`src/rtl/accel_job_scheduler_pkg.sv`:
```
// Shared types and constants for the accelerator job scheduler.
// Pause codes are {read_pause, write_pause}.
package accel_job_scheduler_pkg;

    typedef enum logic [2:0] {
        ST_IDLE,
        ST_LOAD,
        ST_RUN,
        ST_DONE,
        ST_ERR
    } state_e;

    localparam logic [1:0] ENG_FFT = 2'd0;
    localparam logic [1:0] ENG_FIR = 2'd1;
    localparam logic [1:0] ENG_IIR = 2'd2;

    localparam logic [1:0] PAUSE_RD   = 2'b01;
    localparam logic [1:0] PAUSE_WR   = 2'b10;
    localparam logic [1:0] PAUSE_NONE = 2'b11;

    function automatic logic [1:0] next_eng(input logic [1:0] e);
        return (e == ENG_IIR) ? ENG_FFT : e + 2'd1;
    endfunction

endpackage

```
`src/rtl/rr_arbiter3.sv`:
```
// Three-way round-robin select: first requester at or after rr_ptr,
// in the order fft, fir, iir, wrapping around.
module rr_arbiter3
    import accel_job_scheduler_pkg::*;
(
    input  logic [2:0] req,
    input  logic [1:0] rr_ptr,
    output logic       valid,
    output logic [1:0] sel,
    output logic [2:0] sel_oh
);

    logic [2:0] sum;
    logic [1:0] idx;

    // Scan farthest-first so the closest requester to rr_ptr wins.
    always_comb begin
        valid  = 1'b0;
        sel    = rr_ptr;
        sel_oh = '0;
        sum    = '0;
        idx    = '0;
        for (int i = 2; i >= 0; i--) begin
            sum = {1'b0, rr_ptr} + 3'(i);
            idx = (sum >= 3'd3) ? 2'(sum - 3'd3) : sum[1:0];
            if (req[idx]) begin
                valid = 1'b1;
                sel   = idx;
            end
        end
        if (valid) begin
            sel_oh = 3'b001 << sel;
        end
    end

endmodule

```
`src/rtl/accel_job_scheduler.sv`:
```
// Grants one accelerator job at a time and steers the shared address
// bus between the granted engine's read and write address calculators.
module accel_job_scheduler
    import accel_job_scheduler_pkg::*;
#(
    parameter int ADDR_W    = 32,
    parameter int STALL_MAX = 1023,
    parameter int STALL_W   = 10
) (
    input  logic              clk,
    input  logic              rst_n,
    input  logic [2:0]        req,
    input  logic [ADDR_W-1:0] cfg_offset,
    input  logic [ADDR_W-1:0] cfg_filesize,
    input  logic [2:0]        acc_in_ready,
    input  logic [2:0]        acc_out_valid,
    input  logic [2:0]        read_done,
    input  logic [2:0]        write_done,
    output logic [ADDR_W-1:0] offset,
    output logic [ADDR_W-1:0] filesize,
    output logic              fft_enable,
    output logic              fir_enable,
    output logic              iir_enable,
    output logic              fft_read_pause,
    output logic              fft_write_pause,
    output logic              fir_read_pause,
    output logic              fir_write_pause,
    output logic              iir_read_pause,
    output logic              iir_write_pause,
    output logic [2:0]        grant,
    output logic              busy,
    output logic [2:0]        job_done,
    output logic [2:0]        job_err
);

    state_e            state_q, state_d;
    logic [1:0]        eng_q, eng_d;
    logic [1:0]        rr_ptr_q, rr_ptr_d;
    logic [2:0]        grant_q, grant_d;
    logic [2:0]        enable_q, enable_d;
    logic [2:0][1:0]   pause_q, pause_d;
    logic [2:0]        done_q, done_d;
    logic [2:0]        err_q, err_d;
    logic              busy_q, busy_d;
    logic              prefer_wr_q, prefer_wr_d;
    logic [STALL_W-1:0] stall_q, stall_d;
    logic [ADDR_W-1:0] offset_q, offset_d;
    logic [ADDR_W-1:0] filesize_q, filesize_d;

    logic       arb_valid;
    logic [1:0] arb_sel;
    logic [2:0] arb_oh;
    logic       wr_ok, rd_ok;

    rr_arbiter3 u_arb (
        .req    (req),
        .rr_ptr (rr_ptr_q),
        .valid  (arb_valid),
        .sel    (arb_sel),
        .sel_oh (arb_oh)
    );

    assign wr_ok = acc_out_valid[eng_q] & ~write_done[eng_q];
    assign rd_ok = acc_in_ready[eng_q] & ~read_done[eng_q];

    always_comb begin
        state_d     = state_q;
        eng_d       = eng_q;
        rr_ptr_d    = rr_ptr_q;
        grant_d     = grant_q;
        enable_d    = enable_q;
        pause_d     = {3{PAUSE_NONE}};
        done_d      = '0;
        err_d       = '0;
        prefer_wr_d = prefer_wr_q;
        stall_d     = stall_q;
        offset_d    = offset_q;
        filesize_d  = filesize_q;
        unique case (state_q)
            ST_IDLE: begin
                if (arb_valid) begin
                    eng_d      = arb_sel;
                    grant_d    = arb_oh;
                    enable_d   = arb_oh;
                    offset_d   = cfg_offset;
                    filesize_d = cfg_filesize;
                    state_d    = ST_LOAD;
                end
            end
            ST_LOAD: state_d = ST_RUN;
            ST_RUN: begin
                if (read_done[eng_q] & write_done[eng_q]) begin
                    state_d  = ST_DONE;
                    enable_d = '0;
                    done_d   = grant_q;
                end else begin
                    if (wr_ok & rd_ok) begin
                        pause_d[eng_q] = prefer_wr_q ? PAUSE_WR : PAUSE_RD;
                        prefer_wr_d    = ~prefer_wr_q;
                    end else if (wr_ok) begin
                        pause_d[eng_q] = PAUSE_WR;
                    end else if (rd_ok) begin
                        pause_d[eng_q] = PAUSE_RD;
                    end
                    if (wr_ok | rd_ok) begin
                        stall_d = '0;
                    end else begin
                        stall_d = stall_q + STALL_W'(1);
                        if (stall_q == STALL_W'(STALL_MAX - 1)) begin
                            state_d  = ST_ERR;
                            enable_d = '0;
                            err_d    = grant_q;
                        end
                    end
                end
            end
            ST_DONE, ST_ERR: begin
                rr_ptr_d = next_eng(eng_q);
                grant_d  = '0;
                stall_d  = '0;
                state_d  = ST_IDLE;
            end
            default: state_d = ST_IDLE;
        endcase
        busy_d = (state_d != ST_IDLE);
    end

    always_ff @(posedge clk or negedge rst_n) begin
        if (!rst_n) begin
            state_q     <= ST_IDLE;
            eng_q       <= ENG_FFT;
            rr_ptr_q    <= ENG_FFT;
            grant_q     <= '0;
            enable_q    <= '0;
            pause_q     <= {3{PAUSE_NONE}};
            done_q      <= '0;
            err_q       <= '0;
            busy_q      <= 1'b0;
            prefer_wr_q <= 1'b0;
            stall_q     <= '0;
            offset_q    <= '0;
            filesize_q  <= '0;
        end else begin
            state_q     <= state_d;
            eng_q       <= eng_d;
            rr_ptr_q    <= rr_ptr_d;
            grant_q     <= grant_d;
            enable_q    <= enable_d;
            pause_q     <= pause_d;
            done_q      <= done_d;
            err_q       <= err_d;
            busy_q      <= busy_d;
            prefer_wr_q <= prefer_wr_d;
            stall_q     <= stall_d;
            offset_q    <= offset_d;
            filesize_q  <= filesize_d;
        end
    end

    assign offset          = offset_q;
    assign filesize        = filesize_q;
    assign grant           = grant_q;
    assign busy            = busy_q;
    assign job_done        = done_q;
    assign job_err         = err_q;
    assign fft_enable      = enable_q[ENG_FFT];
    assign fir_enable      = enable_q[ENG_FIR];
    assign iir_enable      = enable_q[ENG_IIR];
    assign fft_read_pause  = pause_q[ENG_FFT][1];
    assign fft_write_pause = pause_q[ENG_FFT][0];
    assign fir_read_pause  = pause_q[ENG_FIR][1];
    assign fir_write_pause = pause_q[ENG_FIR][0];
    assign iir_read_pause  = pause_q[ENG_IIR][1];
    assign iir_write_pause = pause_q[ENG_IIR][0];

endmodule

```
`config.mk`:
```
export PLATFORM = sky130hd
export DESIGN_NAME = accel_job_scheduler
export DESIGN_NICKNAME = d
export VERILOG_FILES = /design/src/rtl/accel_job_scheduler_pkg.sv /design/src/rtl/rr_arbiter3.sv /design/src/rtl/accel_job_scheduler.sv
export SDC_FILE = /design/constraint.sdc
export NUM_CORES = 1
export LEC_CHECK = 0
export CAP_MARGIN = 25
export CORE_MARGIN = 8
export CORE_UTILIZATION = 44
export CTS_CLUSTER_DIAMETER = 100
export DETAILED_ROUTE_END_ITERATION = 16
export GPL_TIMING_DRIVEN = 1
export PLACE_DENSITY = 0.8
export REMOVE_ABC_BUFFERS = 1
export SLEW_MARGIN = 20
export SYNTH_ARGS = -nofsm -noshare
export SYNTH_HDL_FRONTEND = slang
export SYNTH_SLANG_ARGS = --single-unit
```
`constraint.sdc`:
```
create_clock -name clk -period 2.66 [get_ports clk]
set_clock_uncertainty 0.05 [all_clocks]
set_input_delay 0.532 -clock clk [delete_from_list [all_inputs] [get_ports clk]]
set_output_delay 0.532 -clock clk [all_outputs]
set_load 0.01 [all_outputs]
```
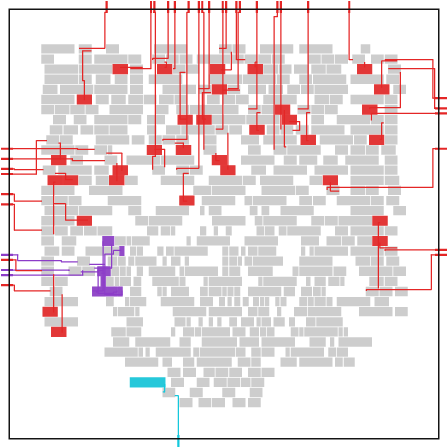
(port wiring)
`fft_write_pause`: shown in cyan, direction output, edge bottom, end cells 1, buffers 1, wire 14.5 um. `cfg_offset`: shown in red, direction input, edge 18 top, 8 left, 6 right, end cells 32, buffers 32, wire 1030 um. `req`: shown in purple, direction input, edge left, end cells 7, buffers 3, wire 129 um.

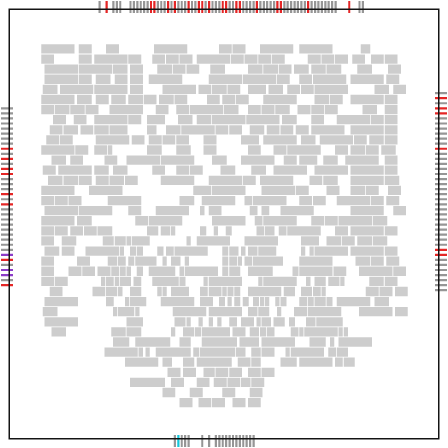
(I/O pins on the die edge)
Pins as bars across the die edge, other pins in grey.
`fft_write_pause`: shown in cyan, pins 1, direction output, edge bottom. `cfg_offset`: shown in red, pins 32, direction input, edge 18 top, 8 left, 6 right. `req`: shown in purple, pins 3, direction input, edge left.
All pins by edge: 69 top, 40 right, 36 left, 19 bottom.

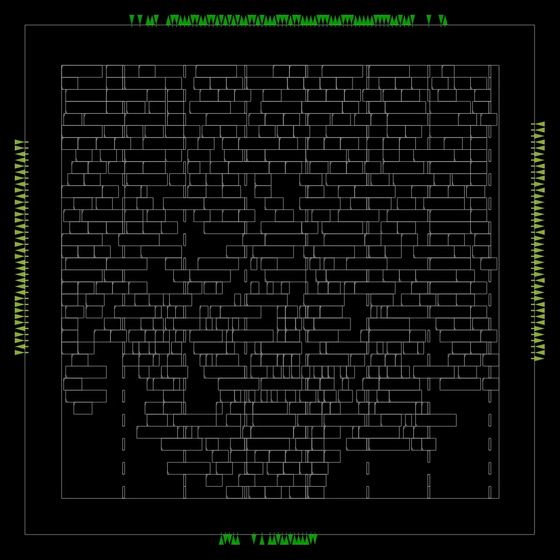
(cell placement)
Core Util, Final: 64.9%
core region area: 0.00968 sq mm

==> changes_impl.md <==
### Changed

* Standard-cell rows at 36
* Crit path largest cell delay at 0.45 ns
* Late-Pin Clk Latency at approximately 0.36 ns
* Share of the yosys chip area belonging to registers at 58.5%
* Post-CTS Hold Buffers at 0
* Run status: finished, final reports clean
* Dominant logic cell types in the final layout: clkdlybuf4s50_1 (162), dfrtp_1 (95), mux2_2 (66), nand2_1 (19), nor2_1 (16)
* Fin crit period at ~2.4 ns
* Routed via count divided by cell count at 5.00
* Post-synth cell types at approximately 50
* Clock Pin Slew Worst Setup and Hold Paths at roughly 0.09 ns
* Arrival time at the worst endpoint at approximately 2.6 ns
* Horizontal die dimension at approximately 120 um
* Synthesized flop and latch total at 101
* H-tree depth at 3
* Number of synthesized flops with an enable pin at 0
* Number of fill cells in the layout at approximately 730
* Required @ worst endpoint at roughly 2.9 ns
* Highest-delay cell along the critical path: ha_1
* Initial standard-cell utilization of the core at between 40% and 50%
* Total half-perimeter wirelength after legalization and detailed placement at 8200 um
* Ratio of final minimum period to clock period at 91.7%
* Die Outline Area at about 0.013 sq mm
* Largest fanout on the critical path at between 40 and 50
* Root cell of the clock tree: clkbuf_8
* Routed vias at 3147
* Critical path launch point type: register
* First-iteration detailed-routing DRC count at around 140
* Max Cap Violations at 0
* Main synth FF type: dfrtp_1
* Total global routing track utilization at between 10% and 20%
* Area taken by flip-flops and latches at between 0.002 and 0.003 sq mm
* Number of endpoints failing setup at the final stage at 0
* Global-route wire length before repair at about 17000 um
* Mapped Area at roughly 0.0043 sq mm
* Worst hold slack after final layout at 0.0203 ns
* Buffers inserted during post-CTS setup optimization at 0
* CP endpoint kind: register
* Post-Place Cell Area at about 0.0061 sq mm
* Relative slew slack at between 60% and 70%
## stage by stage
stage	setup slack, ns	TNS, ns	std cells	total power (uW)	utilization, %
floorplan	-2.42	-169.99	314	4570	-
global placement	0.325	0	613	6330	63.1
CTS	0.242	0	629	7390	64.9
detailed placement	0.257	0	613	6480	63.1
global route	0.146	0	629	7790	64.9
finish	0.220	0	629	7280	64.9
## per-layer routing
| layer | share of wire [%] | track usage (%) | vias up |
|---|---|---|---|
| li1 | - | - | 1472 |
| met1 | 38 | 17.7 | 1555 |
| met2 | 52 | 30.0 | 106 |
| met3 | 7.6 | 6.30 | 14 |
| met4 | 1.9 | 5.34 | 0 |
| met5 | 0 | 0 | - |
## final timing paths
check / from / to / slack, ns / depth (start not counted)
worst max-delay path: rr_ptr_q[0] / filesize[8] / 0.22 / 8
worst min-delay path: rst_n / offset[21] / 0.02 / 1
worst max register to register: rr_ptr_q[0] / filesize[8] / 0.22 / 8
worst min register to register: prefer_wr_q / prefer_wr_q / 0.46 / 1
max in group asynchronous: rst_n / iir_write_pause / 1.82 / 2
min in group clk: prefer_wr_q / prefer_wr_q / 0.46 / 1
## worst reg2reg max path, delay by kind of cell (launching register included)
kind,cells,cell delay [ns]
AND-OR/OR-AND,3,0.58
adder cells (fa/ha/maj),1,0.45
multiplexers,1,0.41
flip-flops,1,0.40
buffers and inverters,2,0.33
AND/OR/NAND/NOR,1,0.11
## cells in the mapped netlist (all sizes together), types with 5 or more instances
library cell / number / area share (%)
xor2: 6 / 1.2
o21ai: 10 / 1.2
nor2: 16 / 1.4
inv: 10 / 0.87
nand2: 19 / 1.6
buf: 11 / 2.0
mux2i: 8 / 2.1
and3: 7 / 1.1
ha: 6 / 1.7
mux2: 66 / 17
nand3: 13 / 1.7
and2: 6 / 0.87
dfrtp: 95 / 55
a21oi: 5 / 0.58
dfstp: 6 / 3.6
## state kept, by name, summed over array words and instances, names as in the netlist, 2 cells and up
| register | cells |
|---|---|
| enable_q | 3 |
| eng_q | 2 |
| filesize | 32 |
| grant | 3 |
| job_done | 3 |
| job_err | 3 |
| offset | 32 |
| rr_ptr_q | 2 |
| stall_q | 10 |
| state_q | 3 |
## final cells by class
type	instances	share of cell area, %
repair buffers	166	26.9
clock buffers	12	2.31
well taps	133	2.65
clock inverters	4	0.497
inverters	10	0.597
multi-input cells	203	26.8
flip-flops and latches	101	40.3
## report_power, final
part	internal (uW)	total [uW]	switching, uW	leakage (uW)
clock network	370	886	516	0.0000792
logic	2210	3840	1630	0.00136
registers	2180	2560	375	0.00122
## cells by family after synthesis
logic type,after synthesis,synth area share (%)
compound gates,35,5.95
buf+inv,21,2.83
xor+xnor,7,1.42
simple gates,81,10.2
fa+ha+maj,6,1.73
flops,101,58.5
mux,74,19.3
Power and IR drop assume default switching activity.
